--- src/rtl/card_pkg.sv ---
// rtl/card_pkg.sv - card encoding types, shoe constants and index decode helpers
package card_pkg;

    localparam int CARDS_PER_DECK = 52;
    localparam int RANKS          = 13;

    typedef enum logic [1:0] {
        SUIT_SPADES   = 2'd0,
        SUIT_HEARTS   = 2'd1,
        SUIT_DIAMONDS = 2'd2,
        SUIT_CLUBS    = 2'd3
    } suit_e;

    typedef struct packed {
        suit_e      suit;
        logic       face;
        logic [3:0] value;
    } card_t;

    typedef enum logic [1:0] {
        S_LOAD = 2'd0,
        S_IDLE = 2'd1,
        S_PICK = 2'd2,
        S_SWAP = 2'd3
    } shoe_state_e;

    // suit = idx / 13 as range compares instead of a divider
    function automatic logic [1:0] idx_to_suit(input logic [5:0] idx);
        if (idx >= 6'd39)      return 2'd3;
        else if (idx >= 6'd26) return 2'd2;
        else if (idx >= 6'd13) return 2'd1;
        else                   return 2'd0;
    endfunction

    // rank = idx % 13 + 1, giving 1..13 (A..K)
    function automatic logic [3:0] idx_to_rank(input logic [5:0] idx);
        logic [5:0] base;
        logic [5:0] off;
        case (idx_to_suit(idx))
            2'd0:    base = 6'd0;
            2'd1:    base = 6'd13;
            2'd2:    base = 6'd26;
            default: base = 6'd39;
        endcase
        off = idx - base;
        return off[3:0] + 4'd1;
    endfunction

    function automatic card_t idx_to_card(input logic [5:0] idx);
        card_t      c;
        logic [3:0] rank;
        rank    = idx_to_rank(idx);
        c.suit  = suit_e'(idx_to_suit(idx));
        c.face  = (rank > 4'd10);
        c.value = c.face ? 4'd10 : rank;
        return c;
    endfunction

endpackage

--- src/rtl/shoe_lfsr.sv ---
// rtl/shoe_lfsr.sv - 16-bit Galois LFSR, x^16+x^14+x^13+x^11+1
// Ports: clk, rst (async, active-high), adv (step enable), q (state, never zero)
module shoe_lfsr #(
    parameter logic [15:0] SEED = 16'hACE1
) (
    input  logic        clk,
    input  logic        rst,
    input  logic        adv,
    output logic [15:0] q
);

    // An all-zero state would lock the register, so a zero seed is replaced
    localparam logic [15:0] INIT = (SEED == 16'h0000) ? 16'hACE1 : SEED;

    always_ff @(posedge clk or posedge rst) begin
        if (rst) begin
            q <= INIT;
        end else if (adv) begin
            q <= {1'b0, q[15:1]} ^ (q[0] ? 16'hB400 : 16'h0000);
        end
    end

endmodule

--- src/rtl/card_shoe.sv ---
// rtl/card_shoe.sv - multi-deck card shoe dealing without replacement via LFSR index picks
// Ports: clk, rst (async, active-high); draw_req, shuffle_req in;
//        card_valid, card_data {suit,face,value}, card_rank, draw_err, busy,
//        load_done, cards_left, cut_reached out.
// Build option: CARD_SHOE_ENTROPY_EN makes the LFSR free-run on every clock.
module card_shoe
    import card_pkg::*;
#(
    parameter int          NUM_DECKS = 1,
    parameter int          CUT_CARDS = 15,
    parameter logic [15:0] SEED      = 16'hACE1,
    localparam int         D         = CARDS_PER_DECK * NUM_DECKS,
    localparam int         CW        = $clog2(D + 1)
) (
    input  logic          clk,
    input  logic          rst,
    input  logic          draw_req,
    input  logic          shuffle_req,
    output logic          card_valid,
    output logic [6:0]    card_data,
    output logic [3:0]    card_rank,
    output logic          draw_err,
    output logic          busy,
    output logic          load_done,
    output logic [CW-1:0] cards_left,
    output logic          cut_reached
);

    shoe_state_e   state;
    logic [CW-1:0] load_k;
    logic [5:0]    load_m;
    logic [1:0]    tries;
    logic [CW-1:0] r;
    logic          pend;
    logic [15:0]   lfsr_q;
    logic          lfsr_adv;

    // Undealt cards live in mem[0 .. cards_left-1]; dealt ones sit above
    logic [5:0]    mem [D];

    logic [CW-1:0] left_m1;
    logic [CW-1:0] mask;
    logic [CW-1:0] cand;
    logic [5:0]    a;
    logic [5:0]    b;
    logic          unused_lfsr_hi;

    function automatic logic [CW-1:0] smear(input logic [CW-1:0] x);
        logic [CW-1:0] m;
        m = x;
        for (int s = 1; s < CW; s = s * 2) m = m | (m >> s);
        return m;
    endfunction

`ifdef CARD_SHOE_ENTROPY_EN
    assign lfsr_adv = 1'b1;
`else
    assign lfsr_adv = (state == S_PICK);
`endif

    shoe_lfsr #(.SEED(SEED)) u_lfsr (
        .clk (clk),
        .rst (rst),
        .adv (lfsr_adv),
        .q   (lfsr_q)
    );

    // Masking to the smallest 2^n-1 covering cards_left-1 keeps cand < 2*cards_left
    assign left_m1        = cards_left - 1'b1;
    assign mask           = smear(left_m1);
    assign cand           = lfsr_q[CW-1:0] & mask;
    assign a              = mem[r];
    assign b              = mem[left_m1];
    assign unused_lfsr_hi = ^lfsr_q[15:CW];

    assign busy        = (state != S_IDLE);
    assign cut_reached = (32'(cards_left) < CUT_CARDS);

    always_ff @(posedge clk) begin
        if (state == S_LOAD) begin
            mem[load_k] <= load_m;
        end else if (state == S_SWAP) begin
            mem[r]       <= b;
            mem[left_m1] <= a;
        end
    end

    always_ff @(posedge clk or posedge rst) begin
        if (rst) begin
            state      <= S_LOAD;
            load_k     <= '0;
            load_m     <= '0;
            tries      <= '0;
            r          <= '0;
            pend       <= 1'b0;
            cards_left <= '0;
            load_done  <= 1'b0;
            card_valid <= 1'b0;
            draw_err   <= 1'b0;
            card_data  <= '0;
            card_rank  <= '0;
        end else begin
            card_valid <= 1'b0;
            draw_err   <= 1'b0;
            case (state)
                S_LOAD: begin
                    load_k <= load_k + 1'b1;
                    load_m <= (load_m == 6'd51) ? 6'd0 : load_m + 6'd1;
                    if (load_k == CW'(D - 1)) begin
                        cards_left <= CW'(D);
                        load_done  <= 1'b1;
                        state      <= S_IDLE;
                    end
                end
                S_IDLE: begin
                    // Shuffle only rewinds the count; the array stays a valid permutation
                    if (shuffle_req || pend) begin
                        cards_left <= CW'(D);
                        pend       <= 1'b0;
                    end else if (draw_req) begin
                        if (cards_left == '0) begin
                            draw_err <= 1'b1;
                        end else begin
                            tries <= 2'd0;
                            state <= S_PICK;
                        end
                    end
                end
                S_PICK: begin
                    if (shuffle_req) pend <= 1'b1;
                    if (cand < cards_left) begin
                        r     <= cand;
                        state <= S_SWAP;
                    end else if (tries == 2'd3) begin
                        // Last attempt folds into range to bound latency
                        r     <= cand - cards_left;
                        state <= S_SWAP;
                    end else begin
                        tries <= tries + 2'd1;
                    end
                end
                S_SWAP: begin
                    if (shuffle_req) pend <= 1'b1;
                    card_data  <= idx_to_card(a);
                    card_rank  <= idx_to_rank(a);
                    card_valid <= 1'b1;
                    cards_left <= left_m1;
                    state      <= S_IDLE;
                end
                default: state <= S_LOAD;
            endcase
        end
    end

endmodule

--- config.mk ---
export PLATFORM = sky130hd
export DESIGN_NAME = card_shoe
export DESIGN_NICKNAME = d
export VERILOG_FILES = /design/src/rtl/card_pkg.sv /design/src/rtl/shoe_lfsr.sv /design/src/rtl/card_shoe.sv
export SDC_FILE = /design/constraint.sdc
export NUM_CORES = 1
export LEC_CHECK = 0
export CAP_MARGIN = 5
export CORE_MARGIN = 5
export CORE_UTILIZATION = 40
export DETAILED_ROUTE_END_ITERATION = 16
export PLACE_DENSITY = 0.53
export SYNTH_ARGS = -nofsm -noshare
export SYNTH_HDL_FRONTEND = slang
export SYNTH_SLANG_ARGS = --single-unit
--- constraint.sdc ---
create_clock -name clk -period 8.6 [get_ports clk]
set_clock_uncertainty 0.05 [all_clocks]
set_input_delay 0.86 -clock clk [delete_from_list [all_inputs] [get_ports clk]]
set_output_delay 0.86 -clock clk [all_outputs]
set_load 0.01 [all_outputs]
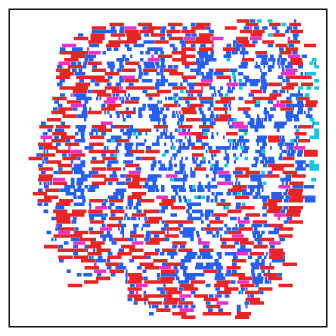
(run_1/placement_by_type.png)
color	class	cells	share of their area
red	sequential cells	371	47%
cyan	remaining buffers and delay cells	64	2.4%
magenta	clock drivers and dummy loads	74	6.0%
blue	combinational and other logic	1,230	44%

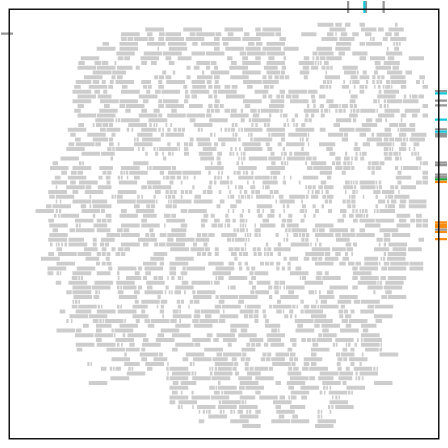
(run_1/io_placement.png)
Pins as bars across the die edge, other pins in gray.
color	port	pins	direction	edge
green	draw_req	1	input	right
orange	cards_left	6	output	right
cyan	card_rank	4	output	3 right, 1 top
all pins by edge	21 right, 4 top, 1 left

==> datasheet_impl.txt, run 1 <==
Characteristics after synthesis and place and route

Parameter                              Value

Run status
  Status .................. finished, final reports clean

Power and ir drop
  Top power group .................. combinational logic
  P_clk .................. 1.86 mW
  Fraction of power spent switching nets .................. 0.451
  Cell internal pwr .................. 5.44 mW
  Sequential Power .................. roughly 2.9 mW
  Power density over cell area .................. around 420 nW/um^2

Finish
  Number of ordinary and repair buffers in the finished layout .................. 64
  Combinational gate count .................. 1,203
  Commonest Layout Cell .................. sky130_fd_sc_hd__edfxtp_1
  Inverters, non-clock .................. 27

Die
  Tapcell count .................. 696
  Number of cell rows .................. 85
  Number of top-level design ports .................. 26

Placement
  GPL Wtd Cong .................. 0.922
  Post-placement cell count .................. between 2,000 and 2,500

Timing
  Highest attainable clock frequency .................. between 150 and 200 MHz
  Max transition margin .................. 0.142
  Number of max-slew violations in the final report .................. 0
  Final-layout worst hold slack .................. 0.418 ns

Clock network
  Count of hold-fix buffers inserted at cts .................. 0
  Insertion Delay late pin .................. about 0.59 ns
  CTS clk-pin slew, worst paths .................. 0.06 ns
  Maximum level of the CTS H-tree .................. 2

Synthesis
  Synth Instances .................. 1,766
  Top cells by area, synth .................. sky130_fd_sc_hd__edfxtp_1, sky130_fd_sc_hd__mux2i_1, sky130_fd_sc_hd__mux4_2
  Flip-flop and latch count after synthesis .................. between 300 and 400
  Count of instantiated cells in the yosys netlist .................. 1,766

GRT
  Overall Global Routing Usage .................. 0.257

Route
  Iteration tally of the first detailed-router pass .................. 8
  Via count normalized by instance count .................. about 6.7

Min path
  Hold Path Depth .................. 1
  Terminating pin of the worst hold path .................. load_done

Worst setup path
  Critical Path Stages .................. 14
  Worst setup EP type .................. flip-flop
  Maximum fanout along the worst path .................. 55
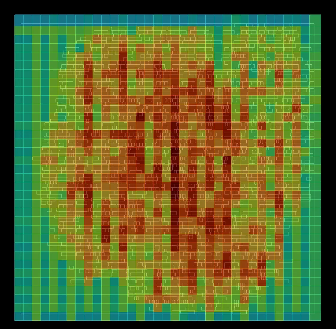
(run_1/congestion.png)
wire length per cell: 32.1 um
global routing usage on met3: 0.0651
busiest metal layer after global routing: met2
core utilization of the finished layout: 0.442

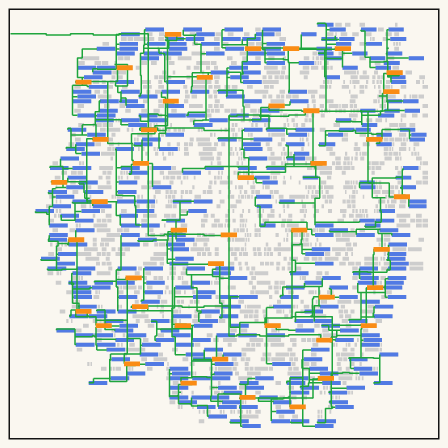
(run_1/clk_routes.png)
[green] clock wires | length: 5,430 um
[blue] flip-flops | count: 371
[orange] clock drivers | count: 43
flops lie	all over the die

==> run 1: layer usage <==
layer	GRT usage	wire (um)	share of wire
met1	0.351	31600	0.40
met2	0.392	34700	0.44
met3	0.0651	8180	0.10
met4	0.107	3730	0.048
met5	0	0	0
==> run 1: cell families (layout without fill, tap and decap cells) <==
family / after synthesis / after routing / share of synthesized area
fa+ha+maj: 23 / 23 / 0.0139
flops: 371 / 371 / 0.497
compound gates: 447 / 447 / 0.142
xor+xnor: 19 / 19 / 0.00796
buf+inv: 192 / 165 / 0.0472
mux: 366 / 366 / 0.219
simple gates: 348 / 348 / 0.0729
==> run 1: registers in the layout (all words and copies together) (netlist names), 2 cells and up <==
register / count
card_data: 7
r: 6
load_m: 6
tries: 2
state: 2
load_k: 6
u_lfsr.q: 16
mem: 312
cards_left: 6
card_rank: 4
==> run_1/wires.png <==
Only two layers are drawn.
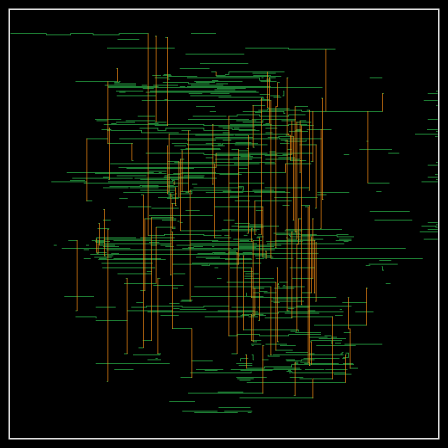

--- run 2 (diff from run 1) ---
- clock period: 8.6 -> 5.8 ns (I/O delays scaled with it)
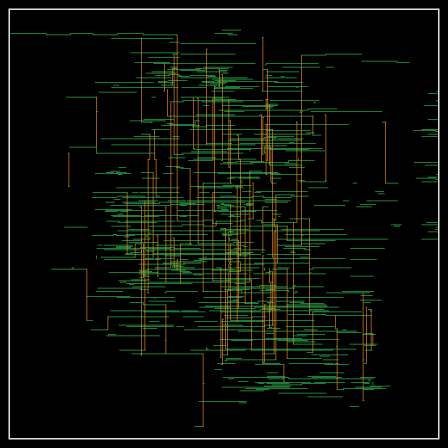
(run_2/wires.png)
Only two layers are drawn.
color	layer	wire length
green	metal 3	9,090 um
orange	metal 4	3,520 um

==> datasheet_impl.txt, run 2 <==
Characteristics after synthesis and place and route

Parameter                              Value

Power and ir drop
  Top power group .................. combinational logic (unchanged)
  P_clk .................. 2.94 mW (was 1.86 mW)
  Power density over cell area .................. 624 nW/um^2 (was 416 nW/um^2)
  Sequential Power .................. 4.19 mW (was 2.86 mW)

Timing
  Final-layout worst hold slack .................. 0.431 ns (was 0.418 ns)
  Number of max-slew violations in the final report .................. 0 (unchanged)
  Max transition margin .................. 0.175 (was 0.142)
  Highest attainable clock frequency .................. 187 MHz (was 176 MHz)

Synthesis
  Count of instantiated cells in the yosys netlist .................. 1,766 (unchanged)
  Largest combinational cell category by area .................. multiplexers (unchanged)
  Synthesized-area fraction occupied by adder cells .................. 0.0139 (unchanged)
  Simple-gate area share of the yosys netlist .................. 0.0729 (unchanged)
  Top cells by area, synth .................. sky130_fd_sc_hd__edfxtp_1, sky130_fd_sc_hd__mux2i_1, sky130_fd_sc_hd__mux4_2 (unchanged)
  Area fraction in mux cells .................. 0.219 (unchanged)
  Area share of and-or/or-and cells after synthesis .................. 0.142 (unchanged)
  Flip-flop and latch count after synthesis .................. 371 (unchanged)

GRT
  Routing usage on met2 .................. 0.412 (was 0.392)
  Met1 Use GR .................. 0.384 (was 0.351)
  Global routing usage on met3 .................. 0.0620 (was 0.0651)

Route
  Wire length per cell .................. 32.9 um (was 32.1 um)
  Routed met3 length .................. 9.09 mm (was 8.18 mm)

Finish
  Largest registers ranked by flip-flop count .................. mem x312, u_lfsr.q x16, card_data x7 (unchanged)
  Core utilization of the finished layout .................. 0.458 (was 0.442)

Die
  Number of top-level design ports .................. 26 (unchanged)

Clock network
  CTS clk-pin slew, worst paths .................. 0.05 ns (was 0.06 ns)
  Insertion Delay late pin .................. 0.59 ns (about the same)

Min path
  Terminating pin of the worst hold path .................. load_done (unchanged)
  Hold Path Depth .................. 1 (unchanged)

Worst setup path
  Critical Path Stages .................. 13 (was 14)

Run status
  Status .................. finished, final reports clean (unchanged)

Placement
  Post-placement cell count .................. 2,447 (was 2,361)
## run 2: netlist changes by cell type in the layout (fill, tap and decap cells not counted), moves of 4 or more
cell	change
sky130_fd_sc_hd__buf_4	+81
sky130_fd_sc_hd__clkinv_1	-6
sky130_fd_sc_hd__buf_12	+5
sky130_fd_sc_hd__clkbuf_8	+4
sky130_fd_sc_hd__clkinv_2	+4
## run 2: layout make-up
| cell class | count | area (um^2) | share of cell area |
|---|---|---|---|
| well taps | 696 | 871 | 0.0353 |
| clock buffers | 58 | 1280 | 0.0518 |
| clock inverters | 26 | 246 | 0.00998 |
| diodes | 2 | 5.00 | 0.000203 |
| inverters | 27 | 101 | 0.00410 |
| repair buffers | 150 | 1250 | 0.0507 |
| multi-input cells | 1203 | 10100 | 0.408 |
| flip-flops and latches | 371 | 10900 | 0.440 |
==> run_2/io_placement.png <==
Pins as bars across the die edge, other pins in gray.
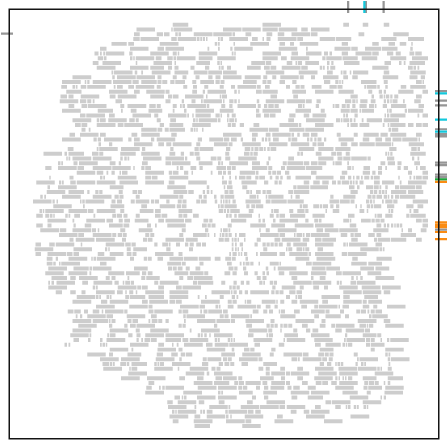

--- run 3 (diff from run 2) ---
- CORE_MARGIN: 5 -> default
- SKIP_LAST_GASP: default -> 1
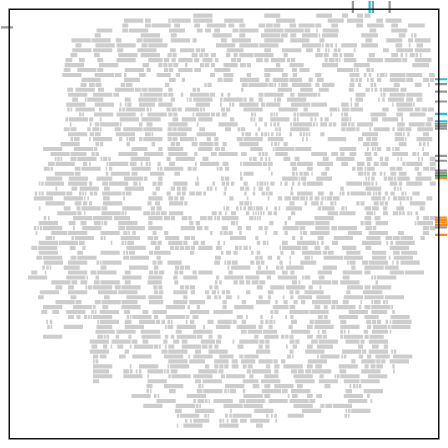
(run_3/io_placement.png)
Pins as bars across the die edge, other pins in gray.
color	port	pins	direction	edge
cyan	card_rank	4	output	3 right, 1 top
orange	cards_left	6	output	right
green	draw_req	1	input	right

==> datasheet_impl.txt, run 3 <==
Characteristics after synthesis and place and route

Parameter                              Value

Timing
  Max transition margin .................. 0.160 (was 0.175)
  Number of max-slew violations in the final report .................. 0 (unchanged)
  Highest attainable clock frequency .................. 181 MHz (was 187 MHz)
  Final-layout worst hold slack .................. 0.411 ns (was 0.431 ns)

Clock network
  CTS clk-pin slew, worst paths .................. 0.06 ns (was 0.05 ns)
  Count of hold-fix buffers inserted at cts .................. 0 (unchanged)
  Insertion Delay late pin .................. 0.58 ns (was 0.59 ns)
  Maximum level of the CTS H-tree .................. 2 (unchanged)

Synthesis
  Flip-flop and latch count after synthesis .................. 371 (unchanged)
  Count of instantiated cells in the yosys netlist .................. 1,766 (unchanged)
  Top cells by area, synth .................. sky130_fd_sc_hd__edfxtp_1, sky130_fd_sc_hd__mux2i_1, sky130_fd_sc_hd__mux4_2 (unchanged)
  Synth Instances .................. 1,766 (unchanged)

GRT
  Met1 Use GR .................. 0.413 (was 0.384)
  Busiest metal layer after global routing .................. met2 (unchanged)
  Global routing usage on met3 .................. 0.0706 (was 0.0620)

Finish
  Inverters, non-clock .................. 27 (unchanged)
  Number of ordinary and repair buffers in the finished layout .................. 138 (was 150)
  Commonest Layout Cell .................. sky130_fd_sc_hd__edfxtp_1 (unchanged)
  Share of cell area taken by flip-flops and latches .................. 0.443 (was 0.440)
  Core utilization of the finished layout .................. 0.454 (was 0.458)
  Cell group occupying the most layout area .................. sequential cells (unchanged)
  Number of antenna repair diodes .................. 1 (was 2)
  Largest registers ranked by flip-flop count .................. mem x312, u_lfsr.q x16, card_data x7 (unchanged)
  Non-clock buffer area fraction after layout .................. 0.0484 (was 0.0507)
  Area of all sequential standard cells .................. 10,900 um^2 (unchanged)
  Max reg flops .................. 312 (unchanged)
  Combinational gate count .................. 1,203 (unchanged)
  Final sequential cell count .................. 371 (unchanged)
  Clock buf count .................. 54 (was 58)
  ClkCell Share .................. 0.0575 (was 0.0618)
  Register with the most flip-flops .................. mem (unchanged)

Route
  Iteration tally of the first detailed-router pass .................. 6 (unchanged)
  Routed wire length on met2 .................. 35.9 mm (was 36.8 mm)
  Via count normalized by instance count .................. 6.74 (was 6.70)
  Highest routing layer actually used .................. met5 (was met4)

Power and ir drop
  Cell internal pwr .................. 8.28 mW (was 8.36 mW)
  Top power group .................. combinational logic (unchanged)
  P_clk .................. 2.79 mW (was 2.94 mW)
  Sequential Power .................. 4.23 mW (was 4.19 mW)

Run status
  Status .................. finished, final reports clean (unchanged)

Placement
  Post-placement cell count .................. 2,435 (was 2,447)
  GPL Wtd Cong .................. 0.979 (was 1.03)

Die
  Number of top-level design ports .................. 26 (unchanged)
  Number of cell rows .................. 85 (unchanged)

Worst setup path
  Worst setup EP type .................. flip-flop (unchanged)
  Maximum fanout along the worst path .................. 45 (was 32)
## run 3: kinds of logic after synthesis
logic type,Yosys count,synth area share
xor+xnor,19,0.00796
buf+inv,192,0.0472
flops,371,0.497
compound gates,447,0.142
mux,366,0.219
simple gates,348,0.0729
fa+ha+maj,23,0.0139
## run 3: path summary, 6_finish.rpt
kind | from | endpoint | slack (ns) | depth (start not counted)
worst min register to register | load_done | load_done | 0.41 | 1
worst max-delay path | r[1] | card_data[4] | 0.29 | 15
min in group asynchronous | rst | card_data[0] | 0.50 | 3
max in group asynchronous | rst | r[0] | 4.63 | 3
worst min-delay path | load_done | load_done | 0.41 | 1
worst max register to register | r[1] | card_data[4] | 0.29 | 15
No activity file was given, so power comes from the tool's default toggle rates.
